==> images/met1.png <==
Supply wires on this layer in gray.
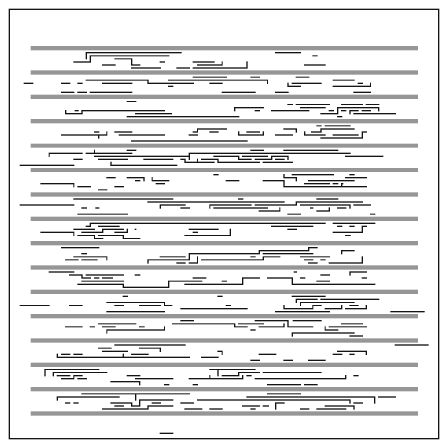
==> images/met2.png <==
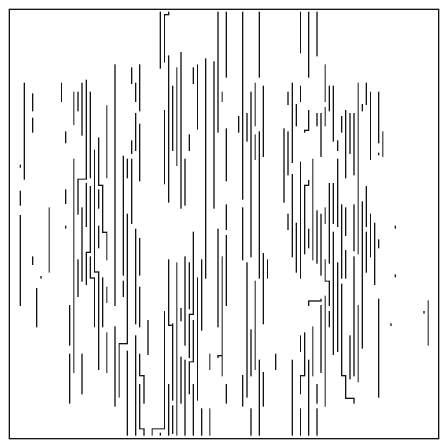
==> config.mk <==
export PLATFORM = sky130hd
export DESIGN_NAME = instruction_decoder
export DESIGN_NICKNAME = d
export VERILOG_FILES = /design/src/rtl/cpu_pkg.sv /design/src/rtl/instruction_decoder.sv
export SDC_FILE = /design/constraint.sdc
export NUM_CORES = 1
export LEC_CHECK = 0
export ABC_CLOCK_PERIOD_IN_PS = 1700
export CAP_MARGIN = 10
export CORE_MARGIN = 2
export CORE_UTILIZATION = 34
export CTS_CLUSTER_SIZE = 40
export DETAILED_ROUTE_END_ITERATION = 12
export PLACE_DENSITY_LB_ADDON = 0.15
export SYNTH_ARGS = -nofsm -noshare
export SYNTH_HDL_FRONTEND = slang
export SYNTH_SLANG_ARGS = --single-unit
export TNS_END_PERCENT = 1
==> constraint.sdc <==
create_clock -name clk -period 1.7 [get_ports clk]
set_input_delay 0.17 -clock clk [delete_from_list [all_inputs] [get_ports clk]]
set_output_delay 0.17 -clock clk [all_outputs]
set_load 0.01 [all_outputs]
==> impl_metrics.yaml <==
# synthesis and place-and-route metrics
detailed_routing:
  drtIter0Drc: 1
  viasPerCell: 4.79
  drt_pass1_iterations: 4
  drc_errors: 0
  detail-route-antenna-nets: 0
sta:
  rsz0062_at_grt: "true"
  fin_crit_ps: 1690
  clock-skew-final_ps: 1.71
  tightest_slew_ps: 365
  fmax_ghz: 0.590
  min_period_over_period_pct: 99.6
pwr:
  p_comb_share_pct: 39.7
  power-top-group: "combinational logic"
  max-vdd-ir-drop_uv: 434
  seq-power_mw: 0.240
  p_per_area_nw_per_um2: 471
  p_seq_share_pct: 36.1
  internal_power_mw: 0.462
  pg_comb_mw: 0.263
  p_total_mw: 0.664
  power_clock_mw: 0.161
final_layout:
  comb_area_um2: 531
  flops: 9
  nMultiInputCombCells: 69
  clockBufferCount: 4
  bufAreaShareNonClock_pct: 44.0
  area_growth_pct: 116
  largest_reg_flops: 8
  drive_above_1_share_pct: 37.8
  n_fill_cell: 135
  nNonClkBuffers: 72
  diodes: 0
yosys:
  top_cells_by_count: "nor2b_1 (11), dfxtp_1 (9), nor2_1 (8)"
  yosysUniqueCellTypes: 32
  yosys_area_um2: 652
  area_leaders: "dfxtp_1 (28%), nor2b_1 (11%), and2_1 (5.8%)"
  edf_count: 0
  synth_nets: 96
  yosysWarnings: 0
  top_area_cell: "dfxtp_1"
  synth.avg_cell_area_um2: 7.67
  synthArstFlopShare_pct: 0
  yosys.cell_count.top_type: "nor2b_1"
  syn_area_um2: 652
clocking:
  cts.sinks: 9
  clk_pin_slew_ps: 60
  numCtsBuffers: 3
  cts_tree: "built"
  clkLatencyLatePin_ps: 250
outcome:
  status: "finished, final reports clean"
grt:
  overflow: 0
  grt_max_degree: 12
  antenna_found_initial: 0
placed_design:
  routabilityCongestion: 0.890
  dp_slack_ps: -205
worst_setup_path:
  reg2regPathDepth: 3
  worstPathArrival_ps: 1520
  reg2reg_slack_ps: 590
floorplan:
  core_area_um2: 1760
run:
  tool_warnings: 28
min_path:
  hold_depth: 2
## Picture notes: met1.png
longest straight run = 26.2 µm
wire length on this layer = 1010 µm
main direction = horizontal
nets with wire on the layer = 147
met1 usage: 29.5%
final wirelength: 2.37 mm
vias: 867

## Picture notes: met2.png
nets with wire on the layer = 144
wire length on this layer = 1280 µm
main direction = vertical
share of all routed wire = 54%
met2 Track Usage GR: 40.3%

## critical path, stage by stage, from the launching register on
cell	delay, ps
dfxtp_4	380
buf_4	150
nor2b_2	160
nor2b_1	130
o21a_1	180
dlygate4sd2_1	280
## layer usage
| metal | track usage, % | share of wire [%] | up-vias | wire [µm] |
|---|---|---|---|---|
| li1 | - | - | 437 | - |
| met1 | 29.5 | 42 | 407 | 1010 |
| met2 | 40.3 | 54 | 23 | 1280 |
| met3 | 2.26 | 3.5 | 0 | 83 |
| met4 | 7.57 | 0 | 0 | 0 |
| met5 | 0 | 0 | - | 0 |
## cells in the final DEF (no fill, tap or decap), types with 2 or more instances in the layout
cell type	instances
buf_4	24
clkdlybuf4s50_1	21
dlygate4sd2_1	18
nor2b_1	10
nor3_1	6
and2_1	6
nor2_1	5
dfxtp_2	5
buf_2	4
xor2_2	3
nand2_1	3
o22ai_1	3
and3_1	3
clkbuf_4	3
inv_1	2
nand2b_1	2
or4_1	2
nor2_4	2
nand2b_4	2
a21oi_1	2
dfxtp_1	2
dfxtp_4	2
buf_6	2
## what timing repair did
action,in CTS,in global routing
cloned,0,0
pin swaps,0,2
hold buffers,0,0
resized,61,9
setup endpoints to repair,25,14
hold endpoints to repair,0,0
## kinds of logic after synthesis
group,count (synthesis),synth area share (%)
AND-OR/OR-AND,12,13.6
XOR/XNOR,3,5.18
buffers and inverters,7,4.61
flip-flops,9,27.6
AND/OR/NAND/NOR,54,48.9
## through the flow
step           setup TNS (ps)  hold slack, ps  instances  util [%]  area (µm²)
2_1_floorplan               0             242         85         -         652
3_3_place_gp             -826             665        177      74.6        1320
3_5_place_dp            -1430             668        177      74.6        1320
4_1_cts                 -23.1             459        181      78.4        1380
5_1_grt                  -220             462        181      79.9        1410
6_report                    0             460        181      79.9        1410
Power and IR drop assume default switching activity.
